### config.mk
export PLATFORM = sky130hd
export DESIGN_NAME = sram_1p_ctrl
export DESIGN_NICKNAME = d
export VERILOG_FILES = /design/src/rtl/sram_1p_ctrl_pkg.sv /design/src/rtl/sram_rsp_fifo.sv /design/src/rtl/sram_1p_ctrl.sv
export SDC_FILE = /design/constraint.sdc
export NUM_CORES = 1
export LEC_CHECK = 0
export CORE_MARGIN = 2
export CORE_UTILIZATION = 45
export DETAILED_ROUTE_END_ITERATION = 8
export PLACE_DENSITY = 0.69
export SKIP_LAST_GASP = 1
export SLEW_MARGIN = 10
export SYNTH_ARGS = -nofsm -noshare
export SYNTH_HDL_FRONTEND = slang
export SYNTH_SLANG_ARGS = --single-unit
export TNS_END_PERCENT = 50
### constraint.sdc
create_clock -name clk -period 2.5 [get_ports clk]
set_input_delay 0.5 -clock clk [delete_from_list [all_inputs] [get_ports clk]]
set_output_delay 0.5 -clock clk [all_outputs]
set_load 0.005 [all_outputs]
### src/rtl/sram_1p_ctrl_pkg.sv
// Shared constants for the single-port SRAM controller: response FIFO sizing,
// read credit limit and grant encodings.
package sram_1p_ctrl_pkg;

    localparam int RSP_DEPTH    = 4;
    localparam int CREDIT_LIMIT = 3;
    localparam int CNT_W        = $clog2(RSP_DEPTH + 1);
    localparam int PTR_W        = $clog2(RSP_DEPTH);

    localparam logic [0:0] GNT_WR = 1'b0;
    localparam logic [0:0] GNT_RD = 1'b1;

    // A read may issue only if every response it could produce still has a FIFO slot.
    function automatic logic credit_ok(input logic [CNT_W-1:0] count, input logic inflight);
        logic [CNT_W-1:0] occ;
        occ = count + CNT_W'(inflight);
        return occ <= CNT_W'(CREDIT_LIMIT);
    endfunction

endpackage

### src/rtl/sram_rsp_fifo.sv
// Synchronous response FIFO holding read data until the consumer takes it.
module sram_rsp_fifo
    import sram_1p_ctrl_pkg::*;
#(
    parameter int WWORD = 32
) (
    input  logic             clk,
    input  logic             rst,
    input  logic             push,
    input  logic [WWORD-1:0] push_data,
    input  logic             pop,
    output logic [WWORD-1:0] head,
    output logic [CNT_W-1:0] count,
    output logic             empty
);

    logic [WWORD-1:0] mem [RSP_DEPTH];
    logic [PTR_W-1:0] wptr;
    logic [PTR_W-1:0] rptr;
    logic             do_push;
    logic             do_pop;

    assign empty   = (count == '0);
    assign do_pop  = pop && !empty;
    assign do_push = push && (count != CNT_W'(RSP_DEPTH));
    assign head    = mem[rptr];

    always_ff @(posedge clk) begin
        if (do_push) mem[wptr] <= push_data;
    end

    always_ff @(posedge clk) begin
        if (rst) begin
            wptr  <= '0;
            rptr  <= '0;
            count <= '0;
        end else begin
            if (do_push) wptr <= wptr + 1'b1;
            if (do_pop)  rptr <= rptr + 1'b1;
            case ({do_push, do_pop})
                2'b10:   count <= count + 1'b1;
                2'b01:   count <= count - 1'b1;
                default: count <= count;
            endcase
        end
    end

endmodule

### src/rtl/sram_1p_ctrl.sv
// Single-port SRAM controller: alternating write/read arbitration, credit-gated
// reads and an in-order response FIFO with range checking.
module sram_1p_ctrl
    import sram_1p_ctrl_pkg::*;
#(
    parameter int WWORD = 32,
    parameter int WADDR = 5,
    parameter int DEPTH = 24
) (
    input  logic             clk,
    input  logic             rst,
    input  logic             wr_valid,
    output logic             wr_ready,
    input  logic [WADDR-1:0] wr_addr,
    input  logic [WWORD-1:0] wr_data,
    input  logic             rd_valid,
    output logic             rd_ready,
    input  logic [WADDR-1:0] rd_addr,
    output logic             rsp_valid,
    input  logic             rsp_ready,
    output logic [WWORD-1:0] rsp_data,
    output logic             err,
    output logic             sram_cen,
    output logic             sram_wen,
    output logic [WADDR-1:0] sram_a,
    output logic [WWORD-1:0] sram_d,
    input  logic [WWORD-1:0] sram_q
);

    localparam logic [WADDR:0] DEPTH_L = (WADDR + 1)'(DEPTH);

    logic [0:0]       last_gnt;
    logic             inflight;
    logic             inflight_oor;
    logic             err_q;
    logic [WADDR-1:0] a_q;
    logic [WWORD-1:0] d_q;

    logic             rd_elig;
    logic             wr_gnt;
    logic             rd_gnt;
    logic             wr_oor;
    logic             rd_oor;
    logic             wr_issue;
    logic             rd_issue;
    logic [CNT_W-1:0] fifo_count;
    logic             fifo_empty;
    logic [WWORD-1:0] push_data;

    assign wr_oor  = ({1'b0, wr_addr} >= DEPTH_L);
    assign rd_oor  = ({1'b0, rd_addr} >= DEPTH_L);
    assign rd_elig = rd_valid && credit_ok(fifo_count, inflight);

    // Contention goes to the port that lost last time; the two readies are
    // mutually exclusive whenever both requests are present.
    assign wr_ready = !rst && !(rd_elig && last_gnt == GNT_WR);
    assign rd_ready = !rst && rd_elig && !(wr_valid && last_gnt == GNT_RD);

    assign wr_gnt   = wr_valid && wr_ready;
    assign rd_gnt   = rd_valid && rd_ready;
    assign wr_issue = wr_gnt && !wr_oor;
    assign rd_issue = rd_gnt && !rd_oor;

    always_comb begin
        sram_cen = 1'b1;
        sram_wen = 1'b1;
        sram_a   = a_q;
        sram_d   = d_q;
        if (rst) begin
            sram_a = '0;
            sram_d = '0;
        end else if (wr_issue) begin
            sram_cen = 1'b0;
            sram_wen = 1'b0;
            sram_a   = wr_addr;
            sram_d   = wr_data;
        end else if (rd_issue) begin
            sram_cen = 1'b0;
            sram_a   = rd_addr;
        end
    end

    always_ff @(posedge clk) begin
        if (rst) begin
            last_gnt     <= GNT_RD;
            inflight     <= 1'b0;
            inflight_oor <= 1'b0;
            err_q        <= 1'b0;
            a_q          <= '0;
            d_q          <= '0;
        end else begin
            if (wr_gnt)      last_gnt <= GNT_WR;
            else if (rd_gnt) last_gnt <= GNT_RD;
            inflight     <= rd_gnt;
            inflight_oor <= rd_gnt && rd_oor;
            err_q        <= (wr_gnt && wr_oor) || (rd_gnt && rd_oor);
            a_q          <= sram_a;
            d_q          <= sram_d;
        end
    end

    // Out-of-range reads still occupy a response slot so responses track accepts 1:1.
    assign push_data = inflight_oor ? '0 : sram_q;

    sram_rsp_fifo #(.WWORD(WWORD)) u_fifo (
        .clk       (clk),
        .rst       (rst),
        .push      (inflight),
        .push_data (push_data),
        .pop       (rsp_valid && rsp_ready),
        .head      (rsp_data),
        .count     (fifo_count),
        .empty     (fifo_empty)
    );

    assign rsp_valid = !rst && !fifo_empty;
    assign err       = !rst && err_q;

endmodule

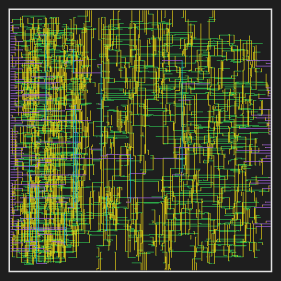
Fig. 1. Routed metal, one color a layer.
(2 px per um)
met3: in purple, wire length 1130 um. met1: in green, wire length 7340 um. met4: in cyan, wire length 462 um. met2: in yellow, wire length 9380 um.

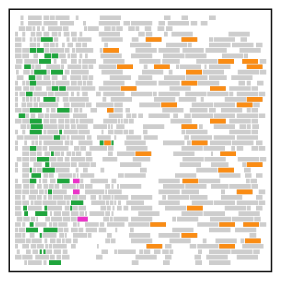
Fig. 2. Selected gate families.
(2 px per um)
NAND gates: in green, cells 48, most used nand3_4, where a vertical strip on the left. multiplexers: in orange, cells 34, most used mux4_2. AND-OR and OR-AND gates: in magenta, cells 3, most used a41o_1.

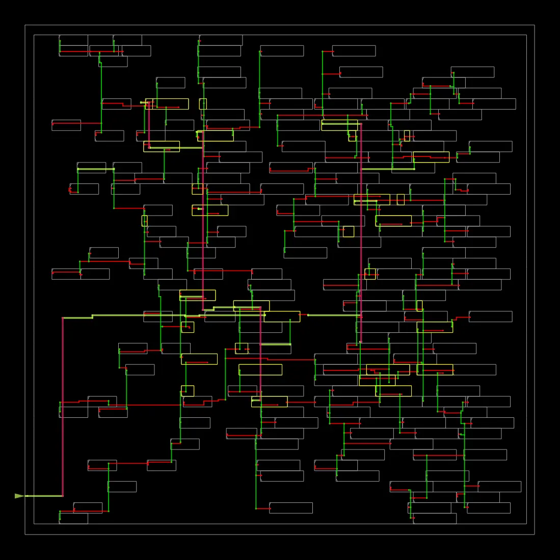
Fig. 3. Clock wiring as the flow saved it.
CLK BUF: 18
Sink Count: 178
Setup Skew: 0.0115 ns

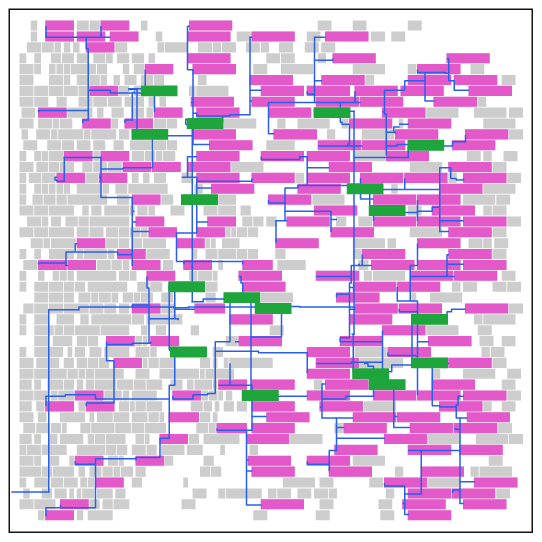
Fig. 4. Clock network drawn from the DEF.
(4 px per um)
clock wires: in blue, length 1880 um. flip-flops: in magenta, count 178. cells driving clock nets: in green, count 17.
Position of the flops: widely spread. There are 18 routed clock nets.

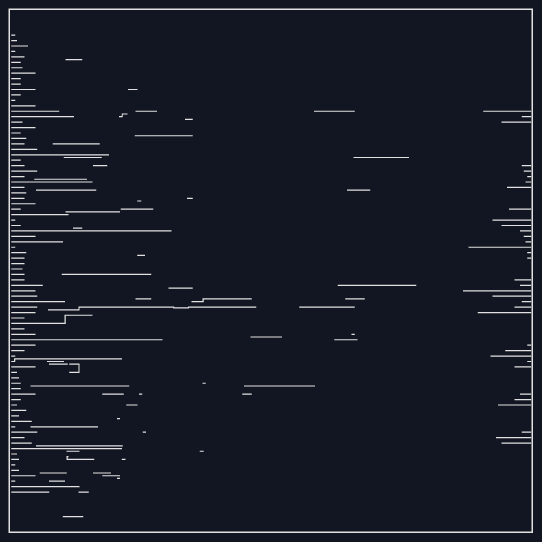
Fig. 5. Metal 3.
(4 px per um)
150 nets have wire on it. The layer carries 1130 um of wire.

==> impl_metrics.env <==
# physical design summary
export IMPL_outcome="complete, but fails checks"
export IMPL_violations="setup timing"
export IMPL_portBuffers=153
export IMPL_gr_usage_all_layers_pct=21.2
export IMPL_grt_pass1_wl_um=27000
export IMPL_worstRegToRegCells=9
export IMPL_insertedDiodeCount=0
export IMPL_final_util_pct=69.0
export IMPL_place_hpwl_um=10300
export IMPL_r2r_start="u_fifo.count[2]"
export IMPL_finalCritPeriodShare_pct=112
export IMPL_power_leakage_nw=3.76
export IMPL_top_area_share_pct=53.5
export IMPL_relSlewSlack_pct=47.0
export IMPL_fp_util_pct=45.6
export IMPL_r2r_end="u_fifo.count[2]"
export IMPL_drt_iter0_drc=376
export IMPL_place_inst=904
export IMPL_grt_setup_unrepaired="yes"
export IMPL_ios=154
export IMPL_yosysCellCount=501
export IMPL_synth_area_leader_cell="edfxtp_1"
export IMPL_critical_path_class="flop to primary output"
export IMPL_edf_count=128
export IMPL_final_cell_area_um2=10900
export IMPL_warning_count=33
export IMPL_wl_per_cell_um=18.9
export IMPL_first_global_vias=5284
export IMPL_routed_wl_um=18300
export IMPL_synth_area_top_cells="edfxtp_1 53%, dfxtp_1 14%, mux4_2 10%"
export IMPL_comb_area_um2=2840
export IMPL_worstPathRequired_ns=2.00
export IMPL_cp_depth=9
export IMPL_crit_buf_inv=3
export IMPL_async_flop_share_pct=0
export IMPL_setup_ws_ns=-0.290
export IMPL_clkLatencyLatePin_ns=0.42
export IMPL_worstSetupEndpointType="primary output"
export IMPL_syn_cell_area_um2=7190
export IMPL_drive_gt1_share_pct=42.1
export IMPL_fmax_mhz=358
export IMPL_fill_cells=1046
export IMPL_floorplan_nets=588
export IMPL_critPathSlowestCell="dfxtp_2"
export IMPL_crit_chain="ha_4 -> ha_4 -> xor2_4 -> o21a_4 -> buf_8 -> buf_16 -> nand3_1 -> a21oi_2 -> buf_2"
export IMPL_avgViaCountPerCell=5.37
export IMPL_synthCells=501
export IMPL_crit_path_end="sram_d[25]"
export IMPL_yosysSeqAreaShare_pct=67.4
export IMPL_ys_flops=178
export IMPL_drc=0
export IMPL_hold_path_class="flop to flop"
export IMPL_clk_pin_slew_worst_paths_ns=0.07
export IMPL_die_x_um=130
export IMPL_cts_inserted_buffers=17
export IMPL_worstPathArrival_ns=2.29
export IMPL_postRouteAntennaNets=0
export IMPL_coreArea_um2=15800
export IMPL_flop_cell="edfxtp_1"
export IMPL_grt_overflow_total=0
export IMPL_antenna_found_initial=0
export IMPL_area_growth_pct=51.3
export IMPL_hold_viol=0
export IMPL_cts_tree="done"
export IMPL_setup_violations=46
export IMPL_syn_avg_cell_area_um2=14.3
export IMPL_peakVddDrop_mv=0.450
export IMPL_cts_hold_buffers=0
export IMPL_register_area_um2=4850
==> through the flow <==
step | TNS (ns) | power, mW
floorplan | 0 | 3.64
global placement | -16.36 | 4.05
detailed placement | -18.79 | 4.07
CTS | -9.27 | 6.71
global route | -14.31 | 6.94
finish | -8.66 | 6.71
==> how the worst min path moves through the flow <==
stage	from	endpoint	cells past startpoint
final	u_fifo.rptr[1]	flop	1
after global routing	d_q[9]	d_q[9]	2
after CTS	d_q[5]	d_q[5]	2
after detailed placement	u_fifo.rptr[1]	flop	1
after global placement	u_fifo.rptr[1]	flop	1
after floorplan	u_fifo.rptr[1]	flop	1
==> power breakdown <==
part	total, mW	switching (mW)	internal, mW
combinational	0.899	0.411	0.488
sequential	3.27	0.0302	3.24
clock	2.54	1.08	1.46
==> flip-flops by register name, indices dropped and copies added, names as in the netlist, named ones only <==
signal	count
a_q	5
d_q	32
err_q	1
inflight	1
inflight_oor	1
last_gnt	1
u_fifo.count	3
u_fifo.mem	128
u_fifo.rptr	2
u_fifo.wptr	2
==> Yosys cell counts (4+ instances only) <==
master	n
nand3_1	34
inv_1	12
nor3_1	4
buf_2	4
nand2b_1	4
ha_1	7
o21ai_0	28
o21ai_1	9
a21oi_1	68
nand2_1	9
a311oi_1	6
nor2_1	11
and2_1	5
mux4_2	32
nor2b_1	35
a211oi_1	4
edfxtp_1	128
dfxtp_1	50
clkbuf_1	24
==> metal layers <==
| metal | part of all wire [%] | GRT usage [%] | wire length [um] | vias to the layer above |
|---|---|---|---|---|
| met3 | 6.2 | 4.72 | 1130 | 35 |
| met2 | 51 | 37.7 | 9380 | 208 |
| li1 | - | - | - | 2390 |
| met4 | 2.5 | 8.26 | 461 | 0 |
| met5 | 0 | 0 | 0 | - |
| met1 | 40 | 25.2 | 7340 | 2574 |
==> what timing repair did <==
item / 4_1_cts / 5_1_grt
pin swaps: 41 / 36
gates cloned: 7 / 0
setup endpoints to repair: 72 / 74
buffers inserted: 18 / 13
resized: 274 / 69
==> final cells by class <==
cell class                 instances  share of cell area [%]
clock buffer                      18                    3.95
timing repair buffer             254                    21.2
sequential                       178                    44.6
multi-input combinational        277                    26.1
tap                              216                    2.49
inverter                          12                   0.414
clock inverter                    14                    1.25
==> cells by family after synthesis <==
kind of cell | count (synthesis) | share of synthesized area [%]
xor gates and xnor gates | 6 | 0.731
muxes | 34 | 10.3
DFF | 178 | 67.4
and+or+nand+nor | 106 | 7.89
buffers and inverters | 46 | 2.84
adders and majority gates | 8 | 1.50
AOI/OAI and AO/OA | 123 | 9.33
==> layout by cell type, fill, tap and decap left out, types with 12 or more instances in the layout <==
master | synthesis | final
a21oi_1 | 68 | 40
a21oi_2 | 0 | 28
buf_2 | 4 | 39
buf_4 | 1 | 78
buf_6 | 3 | 12
clkbuf_16 | 0 | 17
clkdlybuf4s50_1 | 0 | 110
dfxtp_1 | 50 | 46
edfxtp_1 | 128 | 128
inv_1 | 12 | 12
mux4_2 | 32 | 32
nand3_2 | 0 | 14
nand3_4 | 0 | 17
nor2b_1 | 35 | 34
o21ai_2 | 1 | 21
Power figures rest on the tool's default switching activity, not on a simulated workload.
